**config.mk**
```make
export PLATFORM = sky130hd
export DESIGN_NAME = cpu_memory_access
export DESIGN_NICKNAME = d
export VERILOG_FILES = /design/src/rtl/cpu_memory_access.sv
export SDC_FILE = /design/constraint.sdc
export NUM_CORES = 1
export LEC_CHECK = 0
export ABC_AREA = 1
export ABC_CLOCK_PERIOD_IN_PS = 1300
export CORE_ASPECT_RATIO = 0.6
export CORE_MARGIN = 2
export CORE_UTILIZATION = 39
export CTS_BUF_LIST = sky130_fd_sc_hd__clkbuf_8 sky130_fd_sc_hd__clkbuf_16
export DETAILED_ROUTE_END_ITERATION = 10
export PLACE_DENSITY = 0.76
export SYNTH_ARGS = -nofsm -noshare
export SYNTH_HDL_FRONTEND = slang
export SYNTH_SLANG_ARGS = --single-unit
```
**constraint.sdc**
```tcl
create_clock -name CLK -period 1.3 [get_ports CLK]
set_clock_uncertainty 0.1 [all_clocks]
set_input_delay 0.13 -clock CLK [delete_from_list [all_inputs] [get_ports CLK]]
set_output_delay 0.13 -clock CLK [all_outputs]
set_load 0.02 [all_outputs]
```
**src/rtl/cpu_memory_access.sv**
```systemverilog
// -----------------------------------------------------------------------------
// cpu_memory_access
//
// Memory-access pipeline stage placed right after execute. A one-cycle
// load/store command is captured, run on the data-memory bus with a
// request/acknowledge handshake, and the pipeline is stalled until the bus
// completes. Loads return byte-lane-extracted data to the register-file write
// port. An unresponsive bus is converted into a sticky bus_error after
// TIMEOUT_CYCLES request cycles.
//
// Ports:
//   CLK, RSTb            clock; synchronous active-low reset
//   load_memory          one-cycle load command from execute
//   store_memory         one-cycle store command from execute (wins over load)
//   byte_op              command is a byte access
//   load_store_address   byte address
//   memory_out           store data, already lane-aligned by execute
//   memory_wr_mask       byte-lane mask (bit1 = [15:8], bit0 = [7:0])
//   dest_reg             load destination register
//   mem_req/mem_wr/mem_addr/mem_wdata/mem_wmask   bus request side
//   mem_ack/mem_rdata    bus completion; rdata valid with ack
//   stall                pipeline hold (state != IDLE)
//   wb_valid/wb_reg/wb_data   one-cycle register write-back
//   bus_error            sticky timeout flag, cleared only by reset
//
// Handshake: mem_req is held high with mem_addr/mem_wr/mem_wdata/mem_wmask
// stable from the first REQ cycle until the cycle in which mem_ack is high;
// that cycle completes the transfer (read data is taken from mem_rdata in the
// same cycle) and mem_req is low from the next cycle. mem_ack outside a
// request is ignored. Upstream must not present a command while stall is high.
// -----------------------------------------------------------------------------
module cpu_memory_access #(
  parameter int BITS           = 16,
  parameter int ADDRESS_BITS   = 16,
  parameter int REGISTER_BITS  = 4,
  parameter int TIMEOUT_CYCLES = 255
) (
  input  logic                      CLK,
  input  logic                      RSTb,
  input  logic                      load_memory,
  input  logic                      store_memory,
  input  logic                      byte_op,
  input  logic [ADDRESS_BITS-1:0]   load_store_address,
  input  logic [BITS-1:0]           memory_out,
  input  logic [1:0]                memory_wr_mask,
  input  logic [REGISTER_BITS-1:0]  dest_reg,
  output logic                      mem_req,
  output logic                      mem_wr,
  output logic [ADDRESS_BITS-2:0]   mem_addr,
  output logic [BITS-1:0]           mem_wdata,
  output logic [1:0]                mem_wmask,
  input  logic                      mem_ack,
  input  logic [BITS-1:0]           mem_rdata,
  output logic                      stall,
  output logic                      wb_valid,
  output logic [REGISTER_BITS-1:0]  wb_reg,
  output logic [BITS-1:0]           wb_data,
  output logic                      bus_error
);

  typedef enum logic [1:0] {
    IDLE = 2'd0,
    REQ  = 2'd1,
    WB   = 2'd2
  } state_t;

  // Counter value in the last allowed request cycle without ack.
  localparam logic [7:0] TIMEOUT_LAST = 8'(TIMEOUT_CYCLES - 1);

  state_t                     state_q, state_d;
  logic [7:0]                 wait_cnt_q, wait_cnt_d;
  logic [ADDRESS_BITS-1:0]    addr_q, addr_d;
  logic [BITS-1:0]            wdata_q, wdata_d;
  logic [1:0]                 mask_q, mask_d;
  logic                       byte_q, byte_d;
  logic                       wr_q, wr_d;
  logic [REGISTER_BITS-1:0]   dest_q, dest_d;
  logic [REGISTER_BITS-1:0]   wb_reg_q, wb_reg_d;
  logic [BITS-1:0]            wb_data_q, wb_data_d;
  logic                       bus_error_q, bus_error_d;
  logic [BITS-1:0]            load_data;

  // Byte loads pick the lane selected by the latched address bit 0 and
  // zero-extend it; word loads pass the bus data through.
  always_comb begin
    load_data = mem_rdata;
    if (byte_q) begin
      if (addr_q[0]) begin
        load_data = {{(BITS-8){1'b0}}, mem_rdata[15:8]};
      end else begin
        load_data = {{(BITS-8){1'b0}}, mem_rdata[7:0]};
      end
    end
  end

  always_comb begin
    state_d     = state_q;
    wait_cnt_d  = wait_cnt_q;
    addr_d      = addr_q;
    wdata_d     = wdata_q;
    mask_d      = mask_q;
    byte_d      = byte_q;
    wr_d        = wr_q;
    dest_d      = dest_q;
    wb_reg_d    = wb_reg_q;
    wb_data_d   = wb_data_q;
    bus_error_d = bus_error_q;

    case (state_q)
      IDLE: begin
        wait_cnt_d = '0;
        if (store_memory || load_memory) begin
          addr_d  = load_store_address;
          wdata_d = memory_out;
          mask_d  = memory_wr_mask;
          byte_d  = byte_op;
          dest_d  = dest_reg;
          wr_d    = store_memory;  // store wins when both are high
          state_d = REQ;
        end
      end
      REQ: begin
        if (mem_ack) begin
          wait_cnt_d = '0;
          if (wr_q) begin
            state_d = IDLE;
          end else begin
            wb_data_d = load_data;
            wb_reg_d  = dest_q;
            state_d   = WB;
          end
        end else if (wait_cnt_q == TIMEOUT_LAST) begin
          // Give up on the bus: flag it and abandon the access.
          bus_error_d = 1'b1;
          wait_cnt_d  = '0;
          state_d     = IDLE;
        end else begin
          wait_cnt_d = wait_cnt_q + 8'd1;
        end
      end
      WB: begin
        state_d = IDLE;
      end
      default: begin
        state_d = IDLE;
      end
    endcase
  end

  always_ff @(posedge CLK) begin
    if (!RSTb) begin
      state_q     <= IDLE;
      wait_cnt_q  <= '0;
      addr_q      <= '0;
      wdata_q     <= '0;
      mask_q      <= '0;
      byte_q      <= 1'b0;
      wr_q        <= 1'b0;
      dest_q      <= '0;
      wb_reg_q    <= '0;
      wb_data_q   <= '0;
      bus_error_q <= 1'b0;
    end else begin
      state_q     <= state_d;
      wait_cnt_q  <= wait_cnt_d;
      addr_q      <= addr_d;
      wdata_q     <= wdata_d;
      mask_q      <= mask_d;
      byte_q      <= byte_d;
      wr_q        <= wr_d;
      dest_q      <= dest_d;
      wb_reg_q    <= wb_reg_d;
      wb_data_q   <= wb_data_d;
      bus_error_q <= bus_error_d;
    end
  end

  // Bus outputs are decoded from registered state and forced to zero outside
  // REQ so the bus sees a clean idle value.
  assign mem_req   = (state_q == REQ);
  assign mem_wr    = mem_req & wr_q;
  assign mem_addr  = mem_req ? addr_q[ADDRESS_BITS-1:1] : '0;
  assign mem_wdata = mem_wr ? wdata_q : '0;
  assign mem_wmask = mem_req ? mask_q : 2'b00;

  assign stall     = (state_q != IDLE);
  assign wb_valid  = (state_q == WB);
  assign wb_reg    = wb_reg_q;
  assign wb_data   = wb_data_q;
  assign bus_error = bus_error_q;

endmodule

```
Figure 1. Signal wires on met2 (run 1).
Scale: 4 px per um.
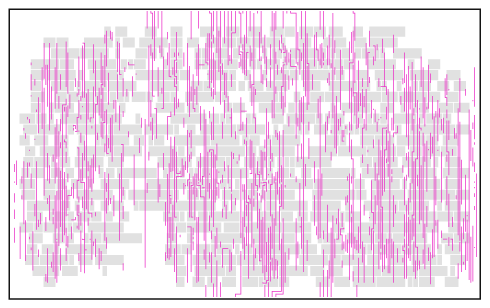
wire length on this layer	4990 um
longest straight run	43.9 um
nets with wire on the layer	538
Total Wirelength: 10770 um
met2 Use GR: 0.4061
vias: 3342

Figure 2. Pin map (run 1).
Scale: 6 px per um. Pins as bars across the die edge, other pins in gray.
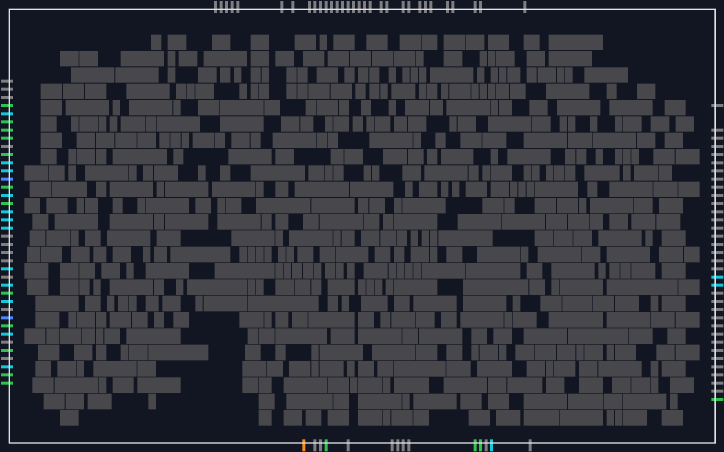
port	color	pins	direction	edge
`mem_wmask`	blue	2	output	west
`load_store_address`	green	16	input	12 west, 3 south, 1 east
`mem_addr`	cyan	15	output	12 west, 2 east, 1 south
`bus_error`	orange	1	output	south
all pins by edge	38 west, 35 east, 31 north, 14 south
Die Span X: 117.4 um
port buffer count: 117
die span in y: 72.04 um

==> reports/qor.yml, run 1 <==
warnings: 30
coreArea_mm2: 0.007357
fp_util: 0.4090
wl_per_cell_um: 15.96
p_sw_mw: 1.836
grt_max_degree: 20
yosysCellCount: 404
ys_seq_elements: 71
fin_util: 0.7592
hold_end: "wb_data[15]$_SDFFE_PN0P_"
dr.first_iter.drc_count: 237
dp_slack_ns: -0.4654
hold-path-cell-count: 3
clockBufferDepth: 2
yosysTopAreaCellShare: 0.4723
rr_worst_depth: 7
cts.clk_slew.worst_paths_ns: 0.05
worstSetupPathType: "flop to output pin"
grt_pass1_wl_um: 16320
max_freq_mhz: 639.8
ir_drop_uv: 813.4
hp-class: "input port to flop"
swShare: 0.2811
p_leak_nw: 2.355
combPwrFrac: 0.263
area_leaders: "dfxtp_1 47%, nor2_1 8.5%, a21oi_1 7.8%"
drive_above_1_share: 0.3818
timing.hold.ws_ns: 0.3051
violations: "setup timing"
finalWorstSetupSlack_ns: -0.2629
worstPathArrival_ns: 1.33
cts_hold_buffers: 0
top_layer: "met4"
placedInstanceArea_mm2: 0.004514
io_pins: 118
die_area_mm2: 0.008458
outcome: "finished with violations"
place.gp.congestion: 0.8975
ant_nets: 0
cts_resized: 316
areaGrowthSynthToFinish_pct: 85.61
cts_buffers: 9
relSlewSlack: 0.8039
htree_levels: 3
netlist_instances: 404
r2r-end: "addr_q[4]$_SDFFE_PN0P_"
setup_violations: 108
setup_tns_ns: -19.34
avgSynthCellArea_um2: 7.448
Figure 3. Cell outlines without signal wires (run 1).
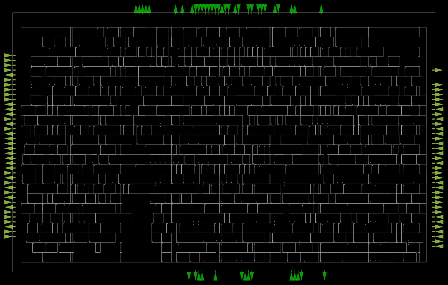
Post-Layout Cell Count: 675
Seq/total area: 0.2563
flip-flops: 71

## run 1: power groups by stage
stage | sequential, mW | combinational, mW | clock, mW
finish | 2.42 | 1.72 | 2.39
global route | 2.44 | 1.82 | 2.54
CTS | 2.42 | 1.58 | 2.42
detailed placement | 2.46 | 1.12 | 0
global placement | 2.45 | 1.09 | 0
floorplan | 2.48 | 0.580 | 0
## run 1: final cells by class
cell class              instances  area [um^2]
repair inverters                2        22.52
multi-input cells             265         1722
inverters                      47        188.9
fillers                       543         1772
well taps                     104        130.1
clock inverters                 6        52.55
flip-flops and latches         71         1431
clock buffers                  10        239.0
repair buffers                170         1799
## run 1: cell families after synthesis
family,count (synthesis),share of synthesized area
AOI/OAI and AO/OA,99,0.1738
adders and majority gates,2,0.008315
buffers and inverters,70,0.1085
xor gates and xnor gates,4,0.01164
and+or+nand+nor,158,0.2254
DFF,71,0.4723
## run 1: critical path: cells and delay by family, from the launching register on
kind                   cells  cell delay [ns]
buffers and inverters      3             0.31
flip-flops                 1             0.35
AND/OR/NAND/NOR            3             0.34
## run 1: layout by cell type (no fill, tap or decap), types with 4 or more instances in the layout
cell type	netlist	layout
buf_16	0	5
a21oi_2	6	27
dlygate4sd2_1	0	20
o21ai_1	1	6
clkbuf_16	0	9
o21ai_2	1	23
nand2_1	53	50
inv_1	43	42
nand2_2	9	9
a21oi_1	47	25
clkdlybuf4s50_1	0	59
o21ai_4	0	6
buf_12	1	8
inv_2	2	4
nor2_1	68	42
nand2_8	0	4
buf_4	0	51
nor2_2	0	12
o21ai_0	43	10
nor2_4	3	17
nand3_1	23	22
dfxtp_1	71	67
buf_6	4	22
## run 1: metal layers
layer	up-vias	GRT usage
met5	-	0
met4	0	0.07764
met3	19	0.07154
met2	146	0.4061
met1	1552	0.3242
li1	1625	-
==> run 2: changes to the inputs <==
--- a/config.mk
+++ b/config.mk
@@ -13,6 +13,7 @@
 export CTS_BUF_LIST = sky130_fd_sc_hd__clkbuf_8 sky130_fd_sc_hd__clkbuf_16
 export DETAILED_ROUTE_END_ITERATION = 10
 export PLACE_DENSITY = 0.76
+export SKIP_CTS_REPAIR_TIMING = 1
 export SYNTH_ARGS = -nofsm -noshare
 export SYNTH_HDL_FRONTEND = slang
 export SYNTH_SLANG_ARGS = --single-unit
Figure 4. Signal wires on met2 (run 2).
Scale: 4 px per um.
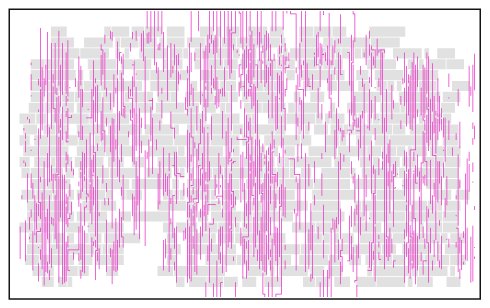
longest straight run	37.7 um
share of all routed wire	47%
wire length on this layer	5460 um
Total Wirelength: 11610 um
met2 Use GR: 0.3138
vias: 3370

Figure 5. Cell outlines without signal wires (run 2).
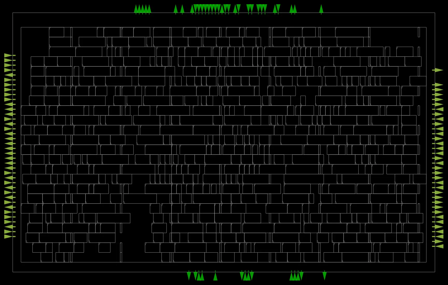
Seq/total area: 0.2491
Core ar.: 0.007357 mm^2
number of core rows: 24
Tapcells: 104

==> run 2 against run 1 <==
Critical path depth unchanged. Register-to-register slack about the same. Clock-buffer cell count unchanged. Largest cell class unchanged. Largest power group unchanged. Die size unchanged. Worst setup slack worse by 0.032 ns. Global-route usage down 4.6 points. The flow still finishes with violations (setup timing). Total power up 0.74%.
==> reports/qor.yml, run 2 <==
htree_levels: 3
worstPathArrival_ns: 1.36
clk_latency_ns: 0.33
synth_cell_type_count: 26
cts_buffers: 9
fillers: 495
outcome: "finished with violations"
place.gp.congestion: 0.8975
post-route-min-period_ns: 1.595
violations: "setup timing"
ant_nets: 0
min_period_over_period: 1.227
grt_overflow: 0
final_cells: 674
p_leak_nw: 2.630
die_area_mm2: 0.008458
fp_nets: 466
dp.cells: 634
dieWidth_um: 117.4
dr.first_iter.drc_count: 213
worstSetupEndpointType: "output pin"
edf_count: 0
finalPower_mw: 6.582
drive_above_1_share: 0.4123
seqCellArea_mm2: 0.001434
ir_drop_uv: 914.0
cts.clk_slew.worst_paths_ns: 0.05
worstSetupPathType: "flop to output pin"
root_buffer: "clkbuf_16"
lay_top_cells: "67 x dfxtp_1, 57 x clkdlybuf4s50_1, 50 x nand2_1"
top_cell: "dfxtp_1"
report.final.slew_viol_count: 0
fin_area_mm2: 0.005757
cts_tree: "built"
grt_use_total: 0.2025
dp_slack_ns: -0.4654
max_freq_mhz: 627.1
relSlewSlack: 0.6436
ys_seq_elements: 71
yosysCellCount: 404
timing.hold.ws_ns: 0.1337
rsz0062_at_grt: "true"
placedInstanceArea_mm2: 0.004514
avgSynthCellArea_um2: 7.448
rr_worst_depth: 6
path_max_fanout: 5
finalHoldViolations: 0
warnings: 29
numPortBuffers: 117
io_pins: 118
hp-class: "input port to flop"
setup_tns_ns: -17.38
netlist_area_mm2: 0.003009
areaGrowthSynthToFinish_pct: 91.31
grt_pass1_wl_um: 13560
layout_top_cell: "dfxtp_1"
finalWorstSetupSlack_ns: -0.2947
setup_violations: 104
p_per_area_mw_per_mm2: 1143
fp_util: 0.4090
grt_max_degree: 37
cts.sinks: 71
yosysTopAreaCellShare: 0.4723
clockBufferDepth: 2
ys_seq_frac: 0.4723
antenna_found_initial: 0
ys_warn_count: 0
area_leaders: "dfxtp_1 47%, nor2_1 8.5%, a21oi_1 7.8%"
netlist_instances: 404
comb_area_mm2: 0.001821
fin_util: 0.7825
common_cells: "71 x dfxtp_1, 68 x nor2_1, 53 x nand2_1"
hold-path-cell-count: 3
wl_per_cell_um: 17.22
diodes: 0
die_h_um: 72.04
ys_area_mm2: 0.003009
Figure 6. Zoomed window (run 2).
Window x 39 to 79, y 16 to 56 um. Cells in gray, sequential cells in the stronger gray; small squares are vias.
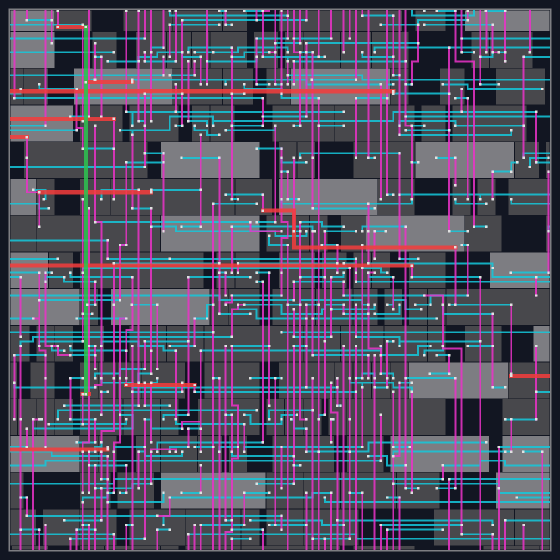
layer	color
metal 1	cyan
metal 2	magenta
metal 3	red
metal 4	green
cells with their middle in the window	146
most frequent	buf_4 (22), nand2_1 (17), dfxtp_1 (16)
sequential cells in the window	17
netlist names of flops here include	`wait_cnt_q` (7), `wb_data` (4), `addr_q` (2)

[run 2: worst paths after layout]
path	from	endpoint	slack (ns)
max reg2reg	state_q[1]$_SDFFE_PN0P_	wdata_q[7]$_SDFFE_PN0P_	-0.22
min	store_memory	wr_q$_SDFFE_PN0P_	0.13
max	state_q[0]$_SDFFE_PN0P_	mem_wdata[1]	-0.29
min reg2reg	wb_data[13]$_SDFFE_PN0P_	wb_data[13]$_SDFFE_PN0P_	0.36
[run 2: worst max-delay path, cell delays in order (launching register included)]
cell and delay (ns):
dfxtp_4 0.35, inv_2 0.04, nor2_4 0.10, buf_6 0.16
nand2_8 0.10, nor2_2 0.15, buf_6 0.14
[run 2: area by class of cell]
class / instances / area share
Timing Repair Buffer: 169 / 0.3260
Timing Repair inverter: 1 / 0.001956
Clock buffer: 10 / 0.04151
Inverter: 47 / 0.03347
Tap cell: 104 / 0.02260
Multi-Input combinational cell: 266 / 0.3162
Clock inverter: 6 / 0.009128
Sequential cell: 71 / 0.2491
[run 2: power breakdown]
| group | internal, mW | leakage, nW | total (mW) | switching (mW) |
|---|---|---|---|---|
| Sequential | 2.35 | 0.587 | 2.43 | 0.0802 |
| Clock | 1.51 | 0.155 | 2.41 | 0.902 |
| Combinational | 0.806 | 1.89 | 1.74 | 0.932 |
| Total | 4.67 | 2.63 | 6.58 | 1.91 |
[run 2: logic make-up after synthesis]
kind of cell / count (synthesis) / share of synthesized area
AND/OR/NAND/NOR: 158 / 0.2254
AND-OR/OR-AND: 99 / 0.1738
flip-flops: 71 / 0.4723
buffers and inverters: 70 / 0.1085
XOR/XNOR: 4 / 0.01164
adder cells (fa/ha/maj): 2 / 0.008315
[run 2: per-layer routing]
metal  global-route usage  wire length (um)
met5                    0                 0
met4              0.06426               114
met3              0.06997               933
met2               0.3138              5459
met1               0.2689              5100
Figure 7. Routed metal, one color a layer (run 2).
Scale: 4 px per um. Only two layers are drawn.
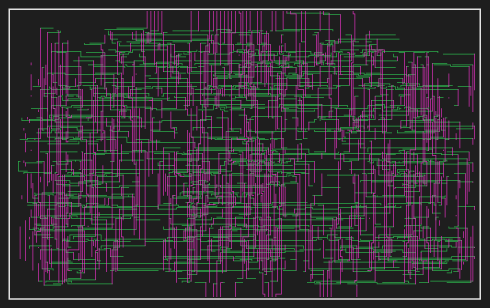

==> run 3: changes to the inputs <==
--- a/config.mk
+++ b/config.mk
@@ -8,7 +8,6 @@
 export ABC_AREA = 1
 export ABC_CLOCK_PERIOD_IN_PS = 1300
 export CORE_ASPECT_RATIO = 0.6
-export CORE_MARGIN = 2
 export CORE_UTILIZATION = 39
 export CTS_BUF_LIST = sky130_fd_sc_hd__clkbuf_8 sky130_fd_sc_hd__clkbuf_16
 export DETAILED_ROUTE_END_ITERATION = 10
==> constraint.sdc (replaced) <==
create_clock -name CLK -period 1.3 [get_ports CLK]
set_clock_uncertainty 0.1 [all_clocks]
set_input_delay 0.13 -clock CLK [delete_from_list [all_inputs] [get_ports CLK]]
set_output_delay 0.13 -clock CLK [all_outputs]
set_load 0.005 [all_outputs]
Figure 8. Routed metal, one color a layer (run 3).
Scale: 4 px per um. Only two layers are drawn.
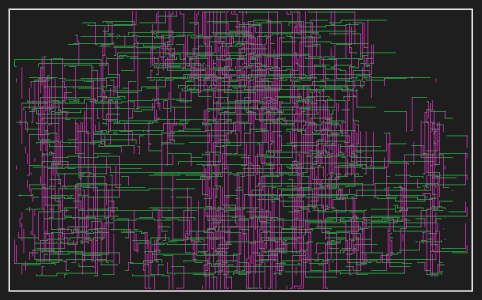
layer	color	wire length
metal 2	magenta	5220 um
metal 1	green	4690 um
GRT Overall Usage: 0.2085
vias: 3457
Total Wirelength: 10960 um
WL per Instance: 16.17 um

Figure 9. Zoomed window (run 3).
Window x 38 to 78, y 15 to 55 um. Cells in gray, sequential cells in the stronger gray; small squares are vias.
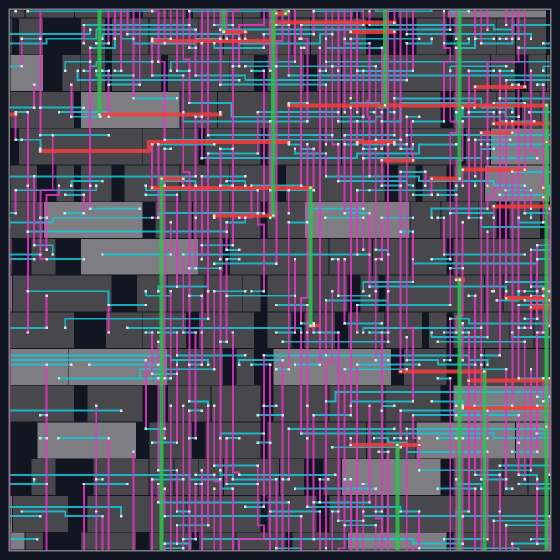
layer	color
metal 2	magenta
metal 4	green
metal 1	cyan
metal 3	red
cells with their middle in the window	138
most frequent	buf_4 (12), nand3_1 (11), nand2_1 (10)
sequential cells in the window	13
netlist names of flops here include	`wait_cnt_q` (5), `addr_q` (2), `state_q` (2)

==> run 3 against run 2 <==
The flow still finishes with violations (setup timing). Sequential cell count is the same. Combinational power shrank 15%. Register-to-register slack worse by 0.02 ns. Core utilization is 3.3 points lower. Hold slack gained 0.17 ns. Worst setup slack worse by 0.051 ns. Non-clock buffer count increased by 4. Clock-buffer cell count is the same. Total power is 3.8% lower. Sequential share of layout area is 1.2 points higher. Maximum frequency fell by 3.1%. Critical path depth is 1 higher. Critical endpoint is now mem_wdata[4].
==> reports/qor.yml, run 3 <==
outcome: "finished with violations"
violations: "setup timing"
finalWorstSetupSlack_ns: -0.3459
fillers: 491
swShare: 0.2752
dieWidth_um: 115.4
num-multi-input-gates: 266
setup_tns_ns: -16.57
finalHoldViolations: 0
areaGrowthSynthToFinish_pct: 83.28
synth_cell_type_count: 26
layout_top_cell: "dfxtp_1"
setup_violations: 88
final_cells: 678
worstPathCellList: "inv_2 -> nor2_4 -> nand2_2 -> buf_12 -> buf_4 -> nor2_2 -> buf_2"
rows: 24
yosysCellCount: 404
signal_buffers: 173
top_usage_layer: "met2"
cts_buffers: 9
lay_top_cells: "62 x dfxtp_1, 59 x clkdlybuf4s50_1, 48 x nand2_1"
ys_warn_count: 0
cts.sinks: 71
numPortBuffers: 117
fp_util: 0.4090
common_cells: "71 x dfxtp_1, 68 x nor2_1, 53 x nand2_1"
finalPower_mw: 6.332
p_sw_mw: 1.742
die_h_um: 70.04
worstPathArrival_ns: 1.42
path_max_fanout: 6
drive_above_1_share: 0.4042
crit_family: "buffers and inverters"
gr-usage-met1: 0.2697
crit_start: "state_q[0]$_SDFFE_PN0P_"
power.share.clock: 0.383
ant_nets: 0
clk_latency_ns: 0.33
root_buffer: "clkbuf_16"
die_area_mm2: 0.008083
rr_worst_depth: 8
cts_tree: "built"
combPwrFrac: 0.234
report.final.slew_viol_count: 0
Figure 10. Cell outlines without signal wires (run 3).
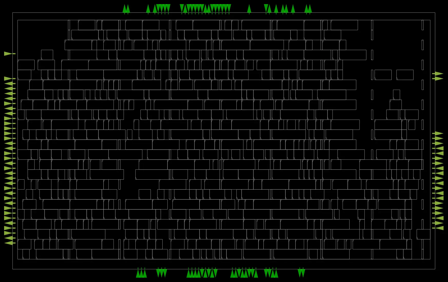
post-layout util: 0.7497
Seq/total area: 0.2607

==> run 3: cell counts after synthesis <==
Identical to the previous run, type by type.
==> run 3: power groups by stage <==
stage	combinational [mW]	sequential [mW]	clock (mW)
6_report	1.48	2.43	2.42
3_5_place_dp	0.988	2.46	0
5_1_grt	1.58	2.45	2.54
2_1_floorplan	0.494	2.45	0
3_3_place_gp	0.969	2.46	0
4_1_cts	0.995	2.42	2.45
==> run 3: how the worst min path moves through the flow <==
stage                               endpoint                     from
global placement     addr_q[14]$_SDFFE_PN0P_  addr_q[14]$_SDFFE_PN0P_
finish                dest_q[3]$_SDFFE_PN0P_              dest_reg[3]
CTS                   dest_q[2]$_SDFFE_PN0P_              dest_reg[2]
floorplan           wb_data[15]$_SDFFE_PN0P_            mem_rdata[15]
global route          dest_q[2]$_SDFFE_PN0P_              dest_reg[2]
detailed placement   addr_q[14]$_SDFFE_PN0P_  addr_q[14]$_SDFFE_PN0P_
==> run 3: cells by family after synthesis <==
logic type | after synthesis | share of synthesized area
adders and majority gates | 2 | 0.008315
and+or+nand+nor | 158 | 0.2254
buffers and inverters | 70 | 0.1085
DFF | 71 | 0.4723
xor gates and xnor gates | 4 | 0.01164
AOI/OAI and AO/OA | 99 | 0.1738
==> run 3: worst register-to-register path: stages, from the launching register on <==
cell and delay [ns]:
dfxtp_2 0.36, buf_8 0.14, buf_12 0.12, nand2_8 0.08, buf_6 0.13, nor2_4 0.14
buf_4 0.12, nand3_1 0.09, a21oi_1 0.18
==> run 3: per-layer routing <==
metal  vias to the layer above  wire, um
met4                         0       290
met5                         -         0
met3                        34       767
met2                       168      5217
met1                      1634      4688
li1                       1621         -
Power and IR drop assume default switching activity.
